<file path="config.mk">
export PLATFORM = sky130hd
export DESIGN_NAME = mips_hazard_scoreboard
export DESIGN_NICKNAME = d
export VERILOG_FILES = /design/src/rtl/mips_pipe_pkg.sv /design/src/rtl/mips_operand_hazard_check.sv /design/src/rtl/mips_hazard_scoreboard.sv
export SDC_FILE = /design/constraint.sdc
export NUM_CORES = 1
export LEC_CHECK = 0
export ABC_AREA = 1
export CORE_ASPECT_RATIO = 0.8
export CORE_MARGIN = 2
export CORE_UTILIZATION = 33
export CTS_BUF_LIST = sky130_fd_sc_hd__clkbuf_4 sky130_fd_sc_hd__clkbuf_8
export CTS_CLUSTER_SIZE = 20
export DETAILED_ROUTE_END_ITERATION = 16
export HOLD_SLACK_MARGIN = 0.1
export PLACE_DENSITY = 0.6
export SETUP_SLACK_MARGIN = 0.3
export SYNTH_ARGS = -nofsm -noshare
export SYNTH_HDL_FRONTEND = slang
export SYNTH_SLANG_ARGS = --single-unit
</file>
<file path="constraint.sdc">
create_clock -name clk_i -period 5.95 [get_ports clk_i]
set_clock_uncertainty 0.1 [all_clocks]
set_input_delay 0.8925 -clock clk_i [delete_from_list [all_inputs] [get_ports clk_i]]
set_output_delay 0.8925 -clock clk_i [all_outputs]
set_load 0.02 [all_outputs]
</file>
<file path="src/rtl/mips_pipe_pkg.sv">
// Shared types for the hazard scoreboard: the per-stage track entry and the
// result-availability encodings used to decide forward-versus-stall.
package mips_pipe_pkg;

  localparam int MAX_REG_AW = 8;
  localparam int AVAIL_W    = 8;
  localparam int FWD_REGFILE = 0;

  localparam logic [AVAIL_W-1:0] AVAIL_ALU = AVAIL_W'(1);

  typedef struct packed {
    logic                  valid;
    logic [MAX_REG_AW-1:0] dest;
    logic                  wr;
    logic [AVAIL_W-1:0]    avail;
  } trk_entry_t;

  // A load result is forwardable only LOAD_LAT registers later than an ALU result.
  function automatic logic [AVAIL_W-1:0] avail_for(input logic is_load, input int load_lat);
    return is_load ? AVAIL_W'(1 + load_lat) : AVAIL_ALU;
  endfunction

endpackage

</file>
<file path="src/rtl/mips_operand_hazard_check.sv">
// One operand's view of the in-flight writers: picks the youngest matching
// writer and decides whether its result can be forwarded yet or ID must stall.
module mips_operand_hazard_check
  import mips_pipe_pkg::*;
#(
  parameter int DEPTH  = 3,
  parameter int FSEL_W = 2
) (
  input  trk_entry_t [DEPTH-1:0] trk_i,
  input  logic [MAX_REG_AW-1:0]  addr_i,
  input  logic                   enable_i,
  output logic [FSEL_W-1:0]      sel_o,
  output logic                   hazard_o
);

  logic               found;
  logic [AVAIL_W-1:0] hitDist;
  logic [AVAIL_W-1:0] hitAvail;

  // Scanning oldest to youngest lets the youngest match overwrite older ones.
  always_comb begin
    found    = 1'b0;
    hitDist  = '0;
    hitAvail = '0;
    for (int j = DEPTH - 1; j >= 0; j--) begin
      if (trk_i[j].valid && trk_i[j].wr && (trk_i[j].dest == addr_i)) begin
        found    = 1'b1;
        hitDist  = AVAIL_W'(j + 1);
        hitAvail = trk_i[j].avail;
      end
    end
    hazard_o = enable_i && found && (hitDist < hitAvail);
    sel_o    = (enable_i && found && !hazard_o) ? FSEL_W'(hitDist) : FSEL_W'(FWD_REGFILE);
  end

endmodule

</file>
<file path="src/rtl/mips_hazard_scoreboard.sv">
// Depth-parametrised hazard/forwarding scoreboard beside ID: tracks in-flight
// writers, raises stall / IF-ID flush and registers per-operand forward selects for EX.
module mips_hazard_scoreboard
  import mips_pipe_pkg::*;
#(
  parameter  int DEPTH    = 3,
  parameter  int REG_AW   = 5,
  parameter  int LOAD_LAT = 1,
  parameter  int CNT_W    = 32,
  localparam int FSEL_W   = $clog2(DEPTH + 1)
) (
  input  logic              clk_i,
  input  logic              reset_i,
  input  logic              id_valid_i,
  input  logic [REG_AW-1:0] id_rs_i,
  input  logic [REG_AW-1:0] id_rt_i,
  input  logic              id_use_rs_i,
  input  logic              id_use_rt_i,
  input  logic [REG_AW-1:0] id_dest_i,
  input  logic              id_reg_write_i,
  input  logic              id_is_load_i,
  input  logic              id_redirect_i,
  output logic              stall_o,
  output logic              if_id_flush_o,
  output logic [FSEL_W-1:0] ex_fwd_a_o,
  output logic [FSEL_W-1:0] ex_fwd_b_o,
  output logic [CNT_W-1:0]  stall_count_o
);

  trk_entry_t [DEPTH-1:0] trk_q, trk_d;
  trk_entry_t             idEntry;
  logic [FSEL_W-1:0]      ex_fwd_a_q, ex_fwd_a_d, ex_fwd_b_q, ex_fwd_b_d;
  logic [CNT_W-1:0]       stall_count_q, stall_count_d;
  logic [FSEL_W-1:0]      selRs, selRt;
  logic                   hazardRs, hazardRt;
  logic                   enableRs, enableRt;
  logic                   stall, issue;

  assign enableRs = id_valid_i && id_use_rs_i && (id_rs_i != '0);
  assign enableRt = id_valid_i && id_use_rt_i && (id_rt_i != '0);

  mips_operand_hazard_check #(.DEPTH(DEPTH), .FSEL_W(FSEL_W)) u_check_rs (
    .trk_i    (trk_q),
    .addr_i   (MAX_REG_AW'(id_rs_i)),
    .enable_i (enableRs),
    .sel_o    (selRs),
    .hazard_o (hazardRs)
  );

  mips_operand_hazard_check #(.DEPTH(DEPTH), .FSEL_W(FSEL_W)) u_check_rt (
    .trk_i    (trk_q),
    .addr_i   (MAX_REG_AW'(id_rt_i)),
    .enable_i (enableRt),
    .sel_o    (selRt),
    .hazard_o (hazardRt)
  );

  // Stall beats redirect so a branch waiting on its operands is not squashed early.
  assign stall         = reset_i && (hazardRs || hazardRt);
  assign issue         = id_valid_i && !stall;
  assign stall_o       = stall;
  assign if_id_flush_o = reset_i && id_redirect_i && !stall;

  assign idEntry = '{valid: 1'b1,
                     dest:  MAX_REG_AW'(id_dest_i),
                     wr:    id_reg_write_i,
                     avail: avail_for(id_is_load_i, LOAD_LAT)};

  always_comb begin
    trk_d[0] = issue ? idEntry : '0;
    for (int k = 1; k < DEPTH; k++) begin
      trk_d[k] = trk_q[k-1];
    end
    ex_fwd_a_d    = issue ? selRs : '0;
    ex_fwd_b_d    = issue ? selRt : '0;
    stall_count_d = stall_count_q;
    if (stall && (stall_count_q != '1)) begin
      stall_count_d = stall_count_q + 1'b1;
    end
  end

  always_ff @(posedge clk_i) begin
    if (!reset_i) begin
      trk_q         <= '0;
      ex_fwd_a_q    <= '0;
      ex_fwd_b_q    <= '0;
      stall_count_q <= '0;
    end else begin
      trk_q         <= trk_d;
      ex_fwd_a_q    <= ex_fwd_a_d;
      ex_fwd_b_q    <= ex_fwd_b_d;
      stall_count_q <= stall_count_d;
    end
  end

  assign ex_fwd_a_o    = ex_fwd_a_q;
  assign ex_fwd_b_o    = ex_fwd_b_q;
  assign stall_count_o = stall_count_q;

endmodule

</file>
==> qor.txt, run 1 <==
Overflow after GRT: 0
tool warning count: 26
antenna violations before repair: 0
post-DR vias/cell: 4.77
Die Y: 100 µm
count leader, synth: nand2_1
cells after synthesis: 634
met1 WL: 5700 µm
Worst Reg-to-Reg Cells: 15
yosys cell count: 634
Hold Crit Class: reg2reg
Critical Path Start Type: input pin
RSZ-0062 raised after global routing: false
Max-area cell share: 32.6%
R2R Path Start: trk_d[29]
largest net degree at the start of global routing: 58
met2 WL: 4370 µm
PnR worst setup slack: 1.17 ns
Area growth, synth to finish: 24.0%
Post-synth area hogs: dfxtp_1 33%, nand2_1 20%, inv_1 9.3%
R2R Path End: stall_count_o[17]
RePlAce Congestion: 0.933
# diodes: 0
H-tree depth: 3
Post-CTS Resized: 0
drt wl/cell: 12.9 µm
Final period util: 80.4%
Syn. warnings: 0
final hold vios: 0
Post-CTS Setup Bufs: 0
vias in the first global route: 3671
GRT met1 Usage: 28.0%
layout cells sized above 1: 6.90%
Seq/Total Area, Yosys: 32.6%
Worst Hold Depth: 2
Max rail drop VDD: 0.000111 V
worst-path maximum fanout: 5
post-route ant nets: 0
# IOs: 61
Worst slew margin: 42.0%
pre-CTS WS: 1.15 ns
final net count: 717
Num CTS Buffers: 9
placed cell areas: 4500 µm²
global-route wire length before repair: 18000 µm
fin crit period: 4.78 ns
slew of the pin with the lowest slew margin: 0.868 ns
Sink Count: 62
Placement Rows: 35
Fin Setup TNS: 0 ns
GRT Total Usage: 18.6%
HP Start: trk_d[44]
CTS root buffer: clkbuf_8
Cell Type Count: 32
CTS tree: built
count of final setup violators: 0
r2r setup slk: 2.34 ns
FP Util: 33.5%
Hold WS: 0.316 ns
Routed WL: 10900 µm
DRT Pass-1 Iters: 5
Mapped Area: 3810 µm²
Max stage delay cell, worst path: clkdlybuf4s50_1
Slew Limit Fails: 0
post-route cell area: 4720 µm²
clk buf depth: 2
top_reg_cell synth: dfxtp_1
P_leak: 2.13 nW
Total Power: 908 µW
synthesis area per yosys: 3810 µm²
Worst setup EP type: output port
met3 usage: 4.60%
DRC Markers: 0
estimated wirelength of the detail-placed design: 8130 µm
# hold bufs at CTS: 0
Cells after DPL: 828
Worst Path Arrival: 3.79 ns
async set-or-reset flop fraction in the synthesized netlist: 0%
Worst EP required: 4.96 ns
Power Density: 192 nW/µm²
met2 usage: 26.2%
slowest stage delay, CP: 0.64 ns
status: finished clean
Buffers on Ports: 60
Setup Crit Path Kind: in2out
Skew-Pair Late Insertion Delay: 0.35 ns
Synth area leader: dfxtp_1
Vias: 4022
MaxCap Viol Count: 0
Net Count, Synth: 660
Mean Syn Cell Area: 6.01 µm²
Post-synth EDFFs: 0
WHS Endpoint: trk_q[44]
Top Metal Used: met4
detailed router's first-iteration violation count: 331
met3 wire length: 720 µm
Clock Pin Slew Worst Setup and Hold Paths: 0.08 ns
chip area: 12400 µm²
busiest grt layer: met1
Die Wd: 124 µm
leading cell types by count after synthesis: 207 x nand2_1, 94 x inv_1, 85 x nor2_1
worst path cell trace: clkdlybuf4s50_1, inv_2, nand2_1, o21ai_0, or2_2, nor4_1, a221o_1, o21ai_0, ha_1, nand2_2, nand3_2, a21oi_1, clkdlybuf4s50_1
Max Freq: 0.209 GHz
number of synthesized register bits: 62
==> run 1: area by class of cell <==
cell class                      instances  area [µm²]
Clock buffer                            9         124
Clock inverter                          7        97.6
Inverter                              110         413
Sequential cell                        62        1240
Tap cell                              148         185
Fill cell                            1221        6660
Multi-Input combinational cell        446        2050
Timing Repair Buffer                   62         611
==> run 1: logic make-up after synthesis <==
kind of cell	share of synthesized area [%]
buffers and inverters	13.5
adder cells (fa/ha/maj)	0.986
AND/OR/NAND/NOR	45.6
AND-OR/OR-AND	4.60
flip-flops	32.6
XOR/XNOR	2.76
==> run 1: worst max-delay path, delay by kind of cell <==
kind                       cells  cell delay [ns]
buffers and inverters          3             1.27
and+or+nand+nor                5             0.86
adders and majority gates      1             0.29
AOI/OAI and AO/OA              4             0.48
==> run 1: worst max path at each step <==
stage               start             to
2_1_floorplan  id_rt_i[2]  if_id_flush_o
3_3_place_gp   id_rt_i[2]        stall_o
3_5_place_dp   id_rt_i[2]        stall_o
4_1_cts        id_rt_i[2]        stall_o
5_1_grt        id_rt_i[3]        stall_o
6_report       id_rt_i[3]        stall_o
==> run 1: layout by cell type, fill, tap and decap left out, types with 12 or more instances in the layout <==
| cell type | instances |
|---|---|
| a21oi_1 | 22 |
| clkdlybuf4s50_1 | 59 |
| dfxtp_1 | 62 |
| inv_1 | 94 |
| inv_2 | 15 |
| nand2_1 | 207 |
| nand3_1 | 39 |
| nand4_1 | 34 |
| nor2_1 | 85 |
| nor3_1 | 12 |
==> run 1: power breakdown <==
part           total, mW  switching [mW]  internal, mW
clock              0.417           0.180         0.237
sequential         0.425         0.00465         0.420
combinational     0.0665          0.0399        0.0266
==> run 1: registers in the layout, indices dropped and copies added, names as in the netlist <==
signal,flops
trk_q,8
ex_fwd_a_o,2
stall_count_o,32
trk_d,18
ex_fwd_b_o,2
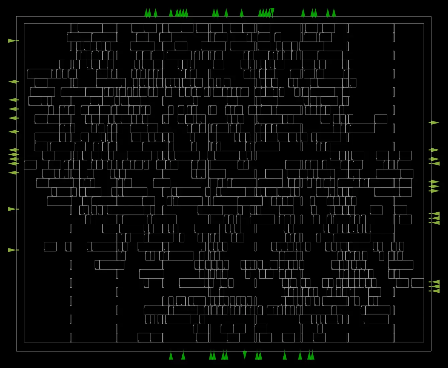
Figure 1: run 1, placed standard cells.
Placeable Area: 11400 µm²
non-filler instance count after layout: 844
sequential fraction of total cell area: 26.3%

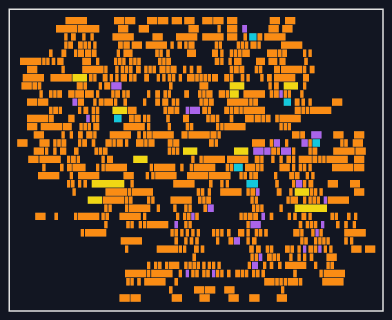
Figure 2: run 1, drive-strength map.
Drawn at 3 px/µm.
[_6 and larger] yellow | cells: 12 | share: 1.7%
[_2 cells] purple | cells: 30 | share: 4.3%
[_0 and _1 cells] orange | cells: 648 | share: 93%
[_3 and _4 cells] cyan | cells: 6 | share: 0.86%

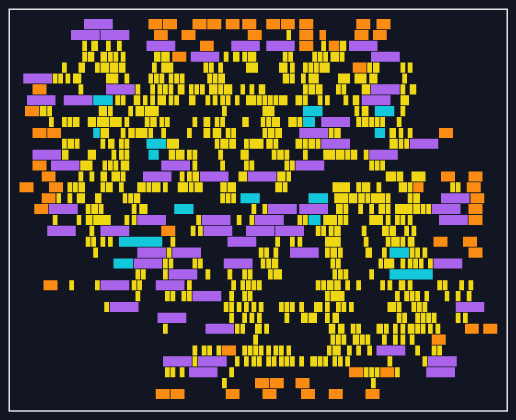
Figure 3: run 1, cell classes on the final placement.
Drawn at 4 px/µm.
[sequential cells] purple | cells: 62 | share of their area: 27%
[clock drivers and dummy loads] cyan | cells: 16 | share of their area: 4.9%
[combinational and other logic] yellow | cells: 556 | share of their area: 54%
[remaining buffers and delay cells] orange | cells: 62 | share of their area: 13%

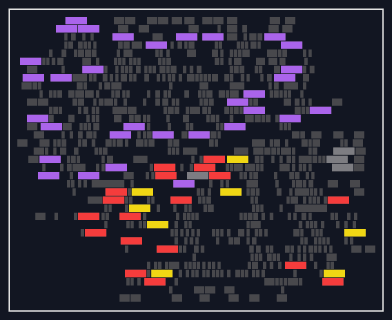
Figure 4: run 1, where the registers sit.
Drawn at 3 px/µm. Other sequential cells in the stronger gray, the rest of the logic in the fainter gray.
[trk_d] red | flops: 18
[trk_q] yellow | flops: 8
[stall_count_o] purple | flops: 32
not colored: 4
Layout Utilization: 41.5%
storage element area: 1240 µm²
sequential power: 425 µW

Figure 5. M3 wires (run 1).
Drawn at 2 px/µm. Cells faint in the background.
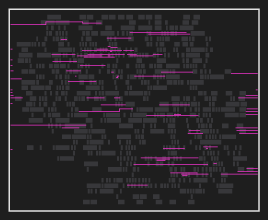

==> run 2, diff against run 1 <==
Settings changed: PLACE_DENSITY 0.6 to 0.62.
Clock period 5.95 ns to 4.1 ns, I/O delays scaled along.
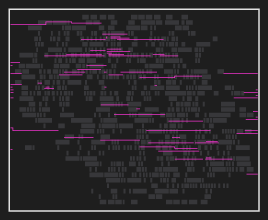
Figure 6: run 2, M3 wires.
Drawn at 2 px/µm. Cells faint in the background.
wire length on this layer: 695 µm
longest straight run: 31.7 µm
nets with wire on the layer: 53
main direction: horizontal
share of all routed wire: 6.2%

==> run 2 against run 1 <==
Synthesized cell count unchanged. Final cell count increased by 2.3%. Combinational power increased by 62%. Synthesized area unchanged. Clock power increased by 66%. Sequential cell count unchanged. Highest routed layer unchanged.
==> qor.txt, run 2 <==
Worst EP required: 3.38 ns
Biggest Area Class: logic gates
antenna violations before repair: 0
Final period util: 89.1%
cells after synthesis: 634
synthesis area per yosys: 3810 µm²
Num CTS Buffers: 9
top logic cell by instance count in the layout: nand2_1
busiest grt layer: met1
Die Wd: 124 µm
yosys cell count: 634
Routed WL: 11300 µm
Layout Utilization: 43.2%
slew of the pin with the lowest slew margin: 0.616 ns
met2 WL: 4610 µm
slowest stage delay, CP: 0.59 ns
Post-Synth AOI/OAI Area: 4.60%
largest net degree at the start of global routing: 57
post-route ant nets: 0
Overflow after GRT: 0
pre-CTS WS: -0.0963 ns
Post-synth EDFFs: 0
drt wl/cell: 13.0 µm
Max-area cell share: 32.6%
Hold Crit Class: reg2reg
Layout clock buffers: 10
Vias: 4136
Top Metal Used: met4
Syn. warnings: 0
Slew Limit Fails: 0
Buffers on Ports: 60
combinational share of cell area: 42.1%
RePlAce Congestion: 0.926
Sink Count: 62
GRT met1 Usage: 28.7%
Worst setup EP type: output port
Cell Type Count: 32
Power Density: 288 nW/µm²
Max stage delay cell, worst path: clkdlybuf4s50_1
met2 usage: 26.3%
crit-path most repeated cell: nand2_1
CTS root buffer: clkbuf_8
H-tree depth: 3
Setup Crit Path Kind: in2out
fin crit period: 3.65 ns
Buffers, non-clock: 81
clk buf depth: 2
CTS tree: built
PnR worst setup slack: 0.447 ns
most frequent cells in the layout: 207 x nand2_1, 94 x inv_1, 85 x nor2_1, 62 x dfxtp_1, 54 x clkdlybuf4s50_1
# diodes: 0
count leader, synth: nand2_1
Mean Syn Cell Area: 6.01 µm²
leading cell types by count after synthesis: 207 x nand2_1, 94 x inv_1, 85 x nor2_1
final net count: 736
Gate Area: 2070 µm²
met3 usage: 4.66%
multi-input gate count: 446
Top non-seq family: simple AND/OR/NAND/NOR gates
tool warning count: 27
layout filler cell count: 1206
Synth area leader: dfxtp_1
chip area: 12400 µm²
final hold vios: 0
Placeable Area: 11400 µm²
Cells after DPL: 847
Post-synth area hogs: dfxtp_1 33%, nand2_1 20%, inv_1 9.3%
Post-CTS Setup Bufs: 0
Max rail drop VDD: 0.000131 V
async set-or-reset flop fraction in the synthesized netlist: 0%
n_taps: 148
# hold bufs at CTS: 0
storage element area: 1240 µm²
non-filler instance count after layout: 863
Net Count, Synth: 660
CP Buf/Inv Count: 5
number of synthesized register bits: 62
buffer share of cell area: 15.3%
post-DR vias/cell: 4.79
# IOs: 61
top_reg_cell synth: dfxtp_1
worst-path maximum fanout: 5
yosys xor share: 2.76%
FP Util: 33.5%
Worst Path Arrival: 2.94 ns
Max Freq: 0.274 GHz
placed cell areas: 4650 µm²
Die Y: 100 µm
Critical Path Start Type: input pin
Placement Rows: 35
Mapped Area: 3810 µm²
DRT Pass-1 Iters: 5
estimated wirelength of the detail-placed design: 8290 µm
Basic Gates by Area: 45.6%
Clock Pin Slew Worst Setup and Hold Paths: 0.07 ns
layout cells sized above 1: 9.93%
global-route wire length before repair: 18300 µm
status: finished clean
vias in the first global route: 3769
DRC Markers: 0
RSZ-0062 raised after global routing: true
ClkCell Share: 5.16%
MaxCap Viol Count: 0
post-route cell area: 4920 µm²
detailed router's first-iteration violation count: 334
Synth Area in Adders: 0.986%
met1 WL: 5820 µm
P_leak: 2.27 nW
Area growth, synth to finish: 29.2%
Worst slew margin: 59.0%
Crit path max-delay family: buffers and inverters
max reg flops: 32
GRT Total Usage: 18.9%
sequential fraction of total cell area: 25.2%
Signal inverters: 110
count of final setup violators: 0
Skew-Pair Late Insertion Delay: 0.36 ns
Fin Setup TNS: 0 ns
met3 wire length: 695 µm
Seq/Total Area, Yosys: 32.6%
MUX share of area: 0%
worst path cell trace: clkdlybuf4s50_1, inv_2, buf_4, nand2_1, nand2_1, nor2_1, nand3_2, inv_1, a221o_1, o21ai_0, ha_1, nand2_1, nand3_2, a21oi_1, buf_4
registers: 62
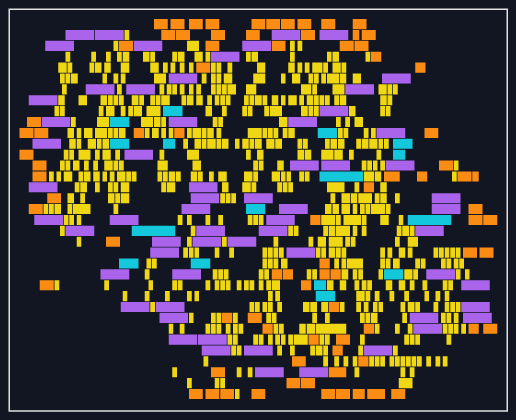
Figure 7: run 2, cell classes on the final placement.
Drawn at 4 px/µm.
[sequential cells] purple | cells: 62 | share of their area: 26%
[combinational and other logic] yellow | cells: 556 | share of their area: 53%
[remaining buffers and delay cells] orange | cells: 81 | share of their area: 16%
[clock drivers and dummy loads] cyan | cells: 16 | share of their area: 5.4%

[run 2: repair_timing]
item	in CTS	in global routing
pin swaps	0	0
endpoints found under the hold margin	0	0
resized	7	8
setup endpoints to repair	2	14
gates cloned	0	0
[run 2: worst reg2reg max path, cell delays in order (launching register included)]
cell	delay, ns
dfxtp_1	0.39
inv_1	0.08
nand2_1	0.08
nand2_1	0.05
or2_2	0.31
nor4_4	0.15
buf_4	0.15
a221o_1	0.09
o21ai_0	0.08
ha_1	0.30
nand2_2	0.09
nand3_2	0.10
nand2_2	0.11
buf_6	0.31
nand3_1	0.23
buf_4	0.26
nand2_1	0.07
a21oi_1	0.06
[run 2: power by group]
group	switching, mW	internal, mW	total (mW)
Combinational	0.0631	0.0452	0.108
Sequential	0.00657	0.609	0.616
Clock	0.269	0.426	0.694
[run 2: through the flow]
| stage | power [mW] | hold WS, ns |
|---|---|---|
| after global routing | 1.47 | 0.345 |
| after global placement | 0.736 | 0.297 |
| after detailed placement | 0.736 | 0.313 |
| after floorplan | 0.682 | 0.286 |
| final | 1.42 | 0.322 |
| after CTS | 1.43 | 0.320 |
[run 2: path summary, 6_finish.rpt]
path	start	end	slack (ns)	depth (start not counted)
setup / recovery	id_rs_i[4]	stall_o	0.45	15
hold reg to reg	trk_d[18]	trk_d[36]	0.32	2
setup reg to reg	trk_d[29]	stall_count_o[18]	0.98	17
hold / removal	trk_d[18]	trk_d[36]	0.32	2
[run 2: cell families after synthesis]
| family | count (synthesis) |
|---|---|
| simple gates | 399 |
| xor+xnor | 12 |
| flops | 62 |
| compound gates | 32 |
| buf+inv | 126 |
| fa+ha+maj | 3 |
Figure 8. Placed standard cells (run 2).
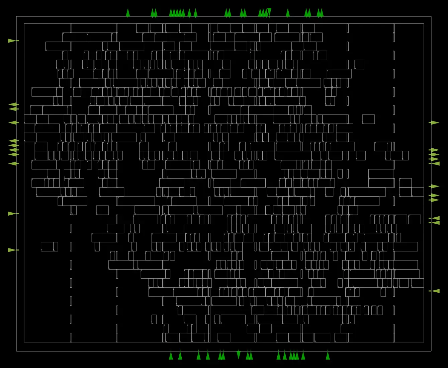

==> run 3, diff against run 2 <==
Settings changed: CORE_ASPECT_RATIO 0.8 to 1.1.
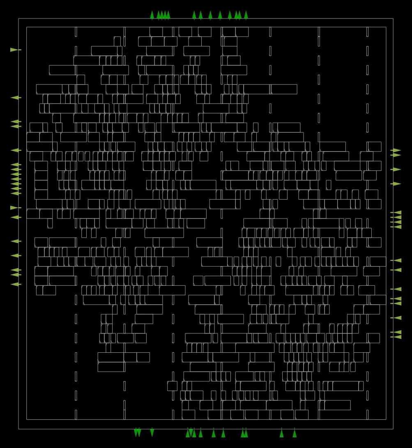
Figure 9: run 3, placed standard cells.
Placeable Area: 11400 µm²
sequential fraction of total cell area: 24.9%
layout filler cell count: 1227
registers: 62

==> run 3 against run 2 <==
Critical path type unchanged. Synthesized cell count did not move. Combinational power barely moved. Global-route usage shrank 0.15 points. Sequential cell count is the same. Largest power group is now registers. Final area rose by 1.2%. Die size about the same. Total power fell by 5.9%. First-iteration DRC count is 29% lower. Largest cell class unchanged.
==> qor.txt, run 3 <==
storage element area: 1240 µm²
slowest stage delay, CP: 0.50 ns
Sink Count: 62
Power Density: 268 nW/µm²
P_leak: 2.32 nW
pre-CTS WS: -0.234 ns
# IOs: 61
GRT Total Usage: 18.8%
Critical Path Start Type: input pin
Slew Limit Fails: 0
Area growth, synth to finish: 30.7%
R2R Path Start: trk_d[29]
GRT met1 Usage: 23.5%
Mapped Area: 3810 µm²
status: finished clean
# diodes: 0
NetSw: 335 µW
CTS root buffer: clkbuf_8
Setup Crit Path Kind: in2out
max reg flops: 32
detailed router's first-iteration violation count: 236
chip area: 12400 µm²
Worst Path Arrival: 2.93 ns
post-route ant nets: 0
Worst slew margin: 49.0%
post-route cell area: 4980 µm²
Crit path max-delay family: buffers and inverters
non-filler instance count after layout: 871
internal power: 1.00 mW
largest net degree at the start of global routing: 57
FP Util: 33.4%
Syn. warnings: 0
Max Freq: 0.274 GHz
Placement Rows: 41
r2r setup slk: 0.88 ns
vias in the first global route: 3967
Seq pwr share: 46.1%
clk buf depth: 2
post-DR vias/cell: 4.79
most frequent cells in the layout: 207 x nand2_1, 94 x inv_1, 80 x nor2_1, 62 x dfxtp_1, 50 x clkdlybuf4s50_1
Gate Area: 2110 µm²
combinational share of power: 8.2%
async set-or-reset flop fraction in the synthesized netlist: 0%
Final period util: 89.0%
tool warning count: 26
Cell Type Count: 32
drt wl/cell: 12.7 µm
P_comb: 109 µW
estimated wirelength of the detail-placed design: 8150 µm
Worst Reg-to-Reg Cells: 17
Synth area leader: dfxtp_1
Die Wd: 106 µm
Hold Crit Class: reg2reg
met3 wire length: 496 µm
Post-synth area hogs: dfxtp_1 33%, nand2_1 20%, inv_1 9.3%
Num CTS Buffers: 9
synthesis area per yosys: 3810 µm²
placed cell areas: 4690 µm²
H-tree depth: 3
HP Start: trk_d[18]
Cells after DPL: 855
WHS Endpoint: trk_d[36]
number of synthesized register bits: 62
DRC Markers: 0
met3 usage: 3.35%
met1 WL: 5110 µm
Top power group: registers
Total Power: 1.34 mW
final net count: 742
sequential power: 616 µW
Vias: 4174
sw frac: 25.1%
PnR worst setup slack: 0.451 ns
Layout Utilization: 43.7%
global-route wire length before repair: 18600 µm
# hold bufs at CTS: 0
top logic cell by instance count in the layout: nand2_1
worst-path maximum fanout: 3
yosys cell count: 634
slew of the pin with the lowest slew margin: 0.764 ns
Worst setup EP type: output port
Die Y: 117 µm
fin crit period: 3.65 ns
Clock Pin Slew Worst Setup and Hold Paths: 0.08 ns
Power Clock: 610 µW
met2 WL: 5180 µm
final hold vios: 0
Hold WS: 0.319 ns
met2 usage: 31.9%
Seq/Total Area, Yosys: 32.6%
layout cells sized above 1: 11.5%
Overflow after GRT: 0
Post-synth EDFFs: 0
RSZ-0062 raised after global routing: false
cells after synthesis: 634
R2R Path End: stall_count_o[18]
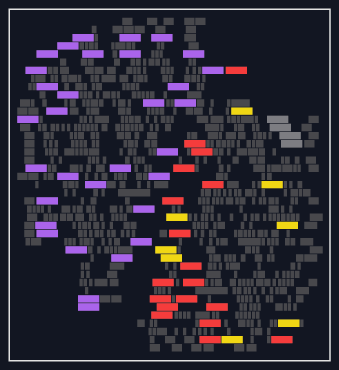
Figure 10: run 3, where the registers sit.
Drawn at 3 px/µm. Other sequential cells in the stronger gray, the rest of the logic in the fainter gray.
[trk_q] yellow | flops: 8
[trk_d] red | flops: 18
[stall_count_o] purple | flops: 32
not colored: 4

-- run 3: cell types whose count changed in the layout (fill, tap and decap cells not counted), sizes merged --
cell | previous run | this run
buf | 23 | 30
bufinv | 3 | 2
inv | 111 | 109
clkinvlp | 0 | 1
dlymetal6s2s | 2 | 6
clkbuf | 11 | 9
clkdlybuf4s50 | 54 | 50
clkinv | 2 | 5
-- run 3: worst register-to-register path, delay by kind of cell, from the launching register on --
kind | cells | cell delay (ns)
buffers and inverters | 4 | 0.86
and+or+nand+nor | 9 | 1.20
DFF | 1 | 0.40
AOI/OAI and AO/OA | 3 | 0.23
adders and majority gates | 1 | 0.29
-- run 3: worst max path at each step --
stage               startpoint       endpoint  slack, ns  cells past startpoint
finish              id_rt_i[3]        stall_o       0.45                     16
global route        id_rs_i[3]        stall_o       0.32                     15
CTS                 id_rt_i[2]  if_id_flush_o       0.30                     15
detailed placement  id_rt_i[2]        stall_o      -0.23                     14
global placement    id_rt_i[2]        stall_o      -0.22                     14
floorplan           id_rt_i[2]  if_id_flush_o       0.90                     14
-- run 3: area by class of cell --
class	instances	area share (%)
Clock inverter	7	1.98
Sequential cell	62	24.9
Multi-Input combinational cell	446	42.3
Timing Repair Buffer	87	16.2
Inverter	110	8.29
Clock buffer	9	2.49
Tap cell	150	3.77
-- run 3: kinds of logic after synthesis --
group                      Yosys count  share of synthesized area, %
and+or+nand+nor                    399                          45.6
DFF                                 62                          32.6
AOI/OAI and AO/OA                   32                          4.60
buffers and inverters              126                          13.5
xor gates and xnor gates            12                          2.76
adders and majority gates            3                         0.986
-- run 3: what timing repair did --
action,4_1_cts,5_1_grt
setup endpoints to repair,2,26
pin swaps,0,3
resized,10,19
hold endpoints to repair,0,0
Power and IR drop assume default switching activity.
